### src/rtl/sync_fifo_s1_sf_if.sv
// Handshake and status bundle for the sync_fifo_s1_sf router output buffer.
// The producer/consumer side is the master; the FIFO is the slave.
interface sync_fifo_s1_sf_if #(
  parameter int width = 16
);
  logic             push_req_n;
  logic             pop_req_n;
  logic             diag_n;
  logic [width-1:0] data_in;
  logic             empty;
  logic             almost_empty;
  logic             half_full;
  logic             almost_full;
  logic             full;
  logic             error;
  logic [width-1:0] data_out;

  modport master (
    output push_req_n, pop_req_n, diag_n, data_in,
    input  empty, almost_empty, half_full,
    input  almost_full, full, error, data_out
  );

  modport slave (
    input  push_req_n, pop_req_n, diag_n, data_in,
    output empty, almost_empty, half_full,
    output almost_full, full, error, data_out
  );
endinterface

### src/rtl/sync_fifo_s1_sf.sv
// Single-clock show-ahead FIFO with static status flags and error flag.
// Pointers wrap at depth-1 so depth need not be a power of two.
module sync_fifo_s1_sf #(
  parameter int width    = 16,
  parameter int depth    = 5,
  parameter int ae_level = 1,
  parameter int af_level = 1,
  parameter int err_mode = 0
) (
  input logic               clk,
  input logic               rst,
  sync_fifo_s1_sf_if.slave  bus
);
  localparam int AW = (depth > 1) ? $clog2(depth) : 1;
  localparam int CW = $clog2(depth + 1);

  localparam logic [AW-1:0] LAST = AW'(depth - 1);
  localparam logic [CW-1:0] C_FULL = CW'(depth);
  localparam logic [CW-1:0] C_AE = CW'(ae_level);
  localparam logic [CW-1:0] C_HF = CW'((depth + 1) / 2);
  localparam logic [CW-1:0] C_AF = CW'(depth - af_level);

  logic [width-1:0] mem_q [depth];
  logic [width-1:0] mem_d [depth];
  logic [AW-1:0]    wr_ptr_q, wr_ptr_d;
  logic [AW-1:0]    rd_ptr_q, rd_ptr_d;
  logic [CW-1:0]    cnt_q, cnt_d;
  logic             err_q, err_d;

  logic is_empty, is_full;
  logic push_ok, pop_ok;
  logic ovf, udf;

  always_comb begin
    is_empty = (cnt_q == '0);
    is_full  = (cnt_q == C_FULL);
    // A pop on empty never falls through to a same-cycle push.
    pop_ok   = !bus.pop_req_n && !is_empty;
    push_ok  = !bus.push_req_n && (!is_full || pop_ok);
    ovf      = !bus.push_req_n && is_full && !pop_ok;
    udf      = !bus.pop_req_n && is_empty;

    mem_d    = mem_q;
    wr_ptr_d = wr_ptr_q;
    rd_ptr_d = rd_ptr_q;
    cnt_d    = cnt_q;
    err_d    = err_q;

    if (!bus.diag_n) begin
      wr_ptr_d = '0;
      rd_ptr_d = '0;
      cnt_d    = '0;
      err_d    = 1'b0;
    end else begin
      if (push_ok) begin
        mem_d[wr_ptr_q] = bus.data_in;
        wr_ptr_d = (wr_ptr_q == LAST) ? '0 : wr_ptr_q + 1'b1;
      end
      if (pop_ok) begin
        rd_ptr_d = (rd_ptr_q == LAST) ? '0 : rd_ptr_q + 1'b1;
      end
      unique case ({push_ok, pop_ok})
        2'b10:   cnt_d = cnt_q + 1'b1;
        2'b01:   cnt_d = cnt_q - 1'b1;
        default: cnt_d = cnt_q;
      endcase
      if (err_mode == 0) err_d = err_q | ovf | udf;
      else               err_d = ovf | udf;
    end
  end

  always_ff @(posedge clk or posedge rst) begin
    if (rst) begin
      for (int i = 0; i < depth; i++) mem_q[i] <= '0;
      wr_ptr_q <= '0;
      rd_ptr_q <= '0;
      cnt_q    <= '0;
      err_q    <= 1'b0;
    end else begin
      mem_q    <= mem_d;
      wr_ptr_q <= wr_ptr_d;
      rd_ptr_q <= rd_ptr_d;
      cnt_q    <= cnt_d;
      err_q    <= err_d;
    end
  end

  assign bus.empty        = is_empty;
  assign bus.almost_empty = (cnt_q <= C_AE);
  assign bus.half_full    = (cnt_q >= C_HF);
  assign bus.almost_full  = (cnt_q >= C_AF);
  assign bus.full         = is_full;
  assign bus.error        = err_q;
  assign bus.data_out     = mem_q[rd_ptr_q];
endmodule

### src/flat_wrapper.sv
// flat-port wrapper written by rule: the top's interface ports become plain ports
module sync_fifo_s1_sf_flat 
#(
  parameter int width    = 16,
  parameter int depth    = 5,
  parameter int ae_level = 1,
  parameter int af_level = 1,
  parameter int err_mode = 0
)
  (clk, rst, bus_push_req_n, bus_pop_req_n, bus_diag_n, bus_data_in, bus_empty, bus_almost_empty, bus_half_full, bus_almost_full, bus_full, bus_error, bus_data_out);
  sync_fifo_s1_sf_if #(.width(width)) bus_i ();
  input logic clk;
  input logic rst;
  input wire logic [$bits(bus_i.push_req_n)-1:0] bus_push_req_n;
  input wire logic [$bits(bus_i.pop_req_n)-1:0] bus_pop_req_n;
  input wire logic [$bits(bus_i.diag_n)-1:0] bus_diag_n;
  input wire logic [$bits(bus_i.data_in)-1:0] bus_data_in;
  output wire logic [$bits(bus_i.empty)-1:0] bus_empty;
  output wire logic [$bits(bus_i.almost_empty)-1:0] bus_almost_empty;
  output wire logic [$bits(bus_i.half_full)-1:0] bus_half_full;
  output wire logic [$bits(bus_i.almost_full)-1:0] bus_almost_full;
  output wire logic [$bits(bus_i.full)-1:0] bus_full;
  output wire logic [$bits(bus_i.error)-1:0] bus_error;
  output wire logic [$bits(bus_i.data_out)-1:0] bus_data_out;
  assign bus_i.push_req_n = bus_push_req_n;
  assign bus_i.pop_req_n = bus_pop_req_n;
  assign bus_i.diag_n = bus_diag_n;
  assign bus_i.data_in = bus_data_in;
  assign bus_empty = bus_i.empty;
  assign bus_almost_empty = bus_i.almost_empty;
  assign bus_half_full = bus_i.half_full;
  assign bus_almost_full = bus_i.almost_full;
  assign bus_full = bus_i.full;
  assign bus_error = bus_i.error;
  assign bus_data_out = bus_i.data_out;
  sync_fifo_s1_sf #(.width(width), .depth(depth), .ae_level(ae_level), .af_level(af_level), .err_mode(err_mode)) u_core (.clk(clk), .rst(rst), .bus(bus_i));
endmodule
### config.mk
export PLATFORM = sky130hd
export DESIGN_NAME = sync_fifo_s1_sf_flat
export DESIGN_NICKNAME = d
export VERILOG_FILES = /design/src/rtl/sync_fifo_s1_sf_if.sv /design/src/rtl/sync_fifo_s1_sf.sv /design/src/flat_wrapper.sv
export SDC_FILE = /design/constraint.sdc
export NUM_CORES = 1
export LEC_CHECK = 0
export CAP_MARGIN = 20
export CORE_UTILIZATION = 51
export DETAILED_ROUTE_END_ITERATION = 12
export PLACE_DENSITY = 0.79
export SYNTH_ARGS = -nofsm -noshare
export SYNTH_HDL_FRONTEND = slang
export SYNTH_SLANG_ARGS = --single-unit
### constraint.sdc
create_clock -name clk -period 2.95 [get_ports clk]
set_input_delay 0.59 -clock clk [delete_from_list [all_inputs] [get_ports clk]]
set_output_delay 0.59 -clock clk [all_outputs]
set_load 0.01 [all_outputs]
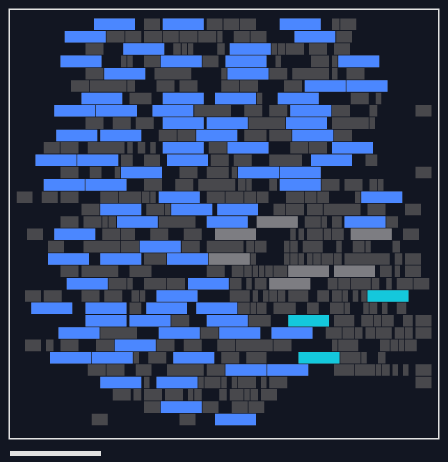
flops_by_reg.png
Bar = 20 um. Other sequential cells in the stronger grey, the rest of the logic in the fainter grey.
[u_core.cnt_q] cyan | placed flops: 3
[u_core.mem_q] blue | placed flops: 80
sequential cell area: 0.002252 mm^2
flop share of the area: 0.4383
seq pwr: 1.63 mW
final core occ: 0.6254

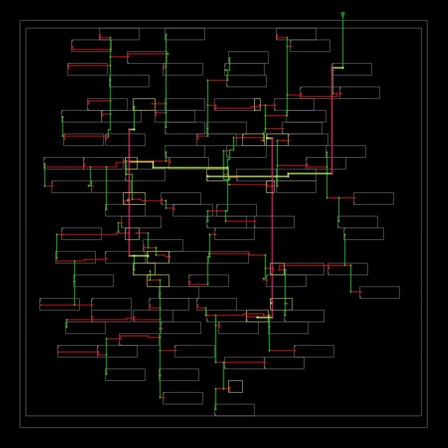
clocks.png
clk_skew: 0.009017 ns
Flops: 90

==> results.sh <==
# flow metrics
export IMPL_outcome="finished, final reports clean"
export IMPL_mux_area_frac=0.2904
export IMPL_crit_top_cell="buf_4"
export IMPL_wl_met3_um=156
export IMPL_gr_max_usage_layer="met2"
export IMPL_ys_sh_xor=0
export IMPL_power_frac_comb=0.320
export IMPL_top_cell="dfrtp_1"
export IMPL_use_met1=0.2776
export IMPL_mi_logic_area_mm2=0.001893
export IMPL_irDropWorstVdd_mv=0.3043
export IMPL_p_clk_mw=0.763
export IMPL_power_top_group="sequential cells"
export IMPL_max_flop_register="u_core.mem_q"
export IMPL_clk_latency_ns=0.35
export IMPL_required_ns=2.36
export IMPL_cpLargestDelayFamily="buffers and inverters"
export IMPL_ctsResizeCount=0
export IMPL_tns_ns=0
export IMPL_ant_nets=0
export IMPL_clockBufferDepth=2
export IMPL_end_kind="output port"
export IMPL_relSlewSlack=0.5701
export IMPL_vias=2739
export IMPL_cp_slowest_cell="clkdlybuf4s50_1"
export IMPL_tightest_slew_ns=0.6441
export IMPL_cp_slowest_stage_delay_ns=0.60
export IMPL_path_cells="buf_4, inv_1, and3_1, buf_4, nand2_1, o21ai_0, clkdlybuf4s50_1"
export IMPL_internal_power_mw=2.496
export IMPL_crit_path_start_kind="flop"
export IMPL_dieWidth_um=94.28
export IMPL_numCtsBuffers=9
export IMPL_hold_class="reg2reg"
export IMPL_worstSetupEndpoint="bus_data_out[2]"
export IMPL_fill_cells=634
export IMPL_largest_reg_flops=80
export IMPL_leakage_nw=2.318
Power figures rest on the tool's default switching activity, not on a simulated workload.
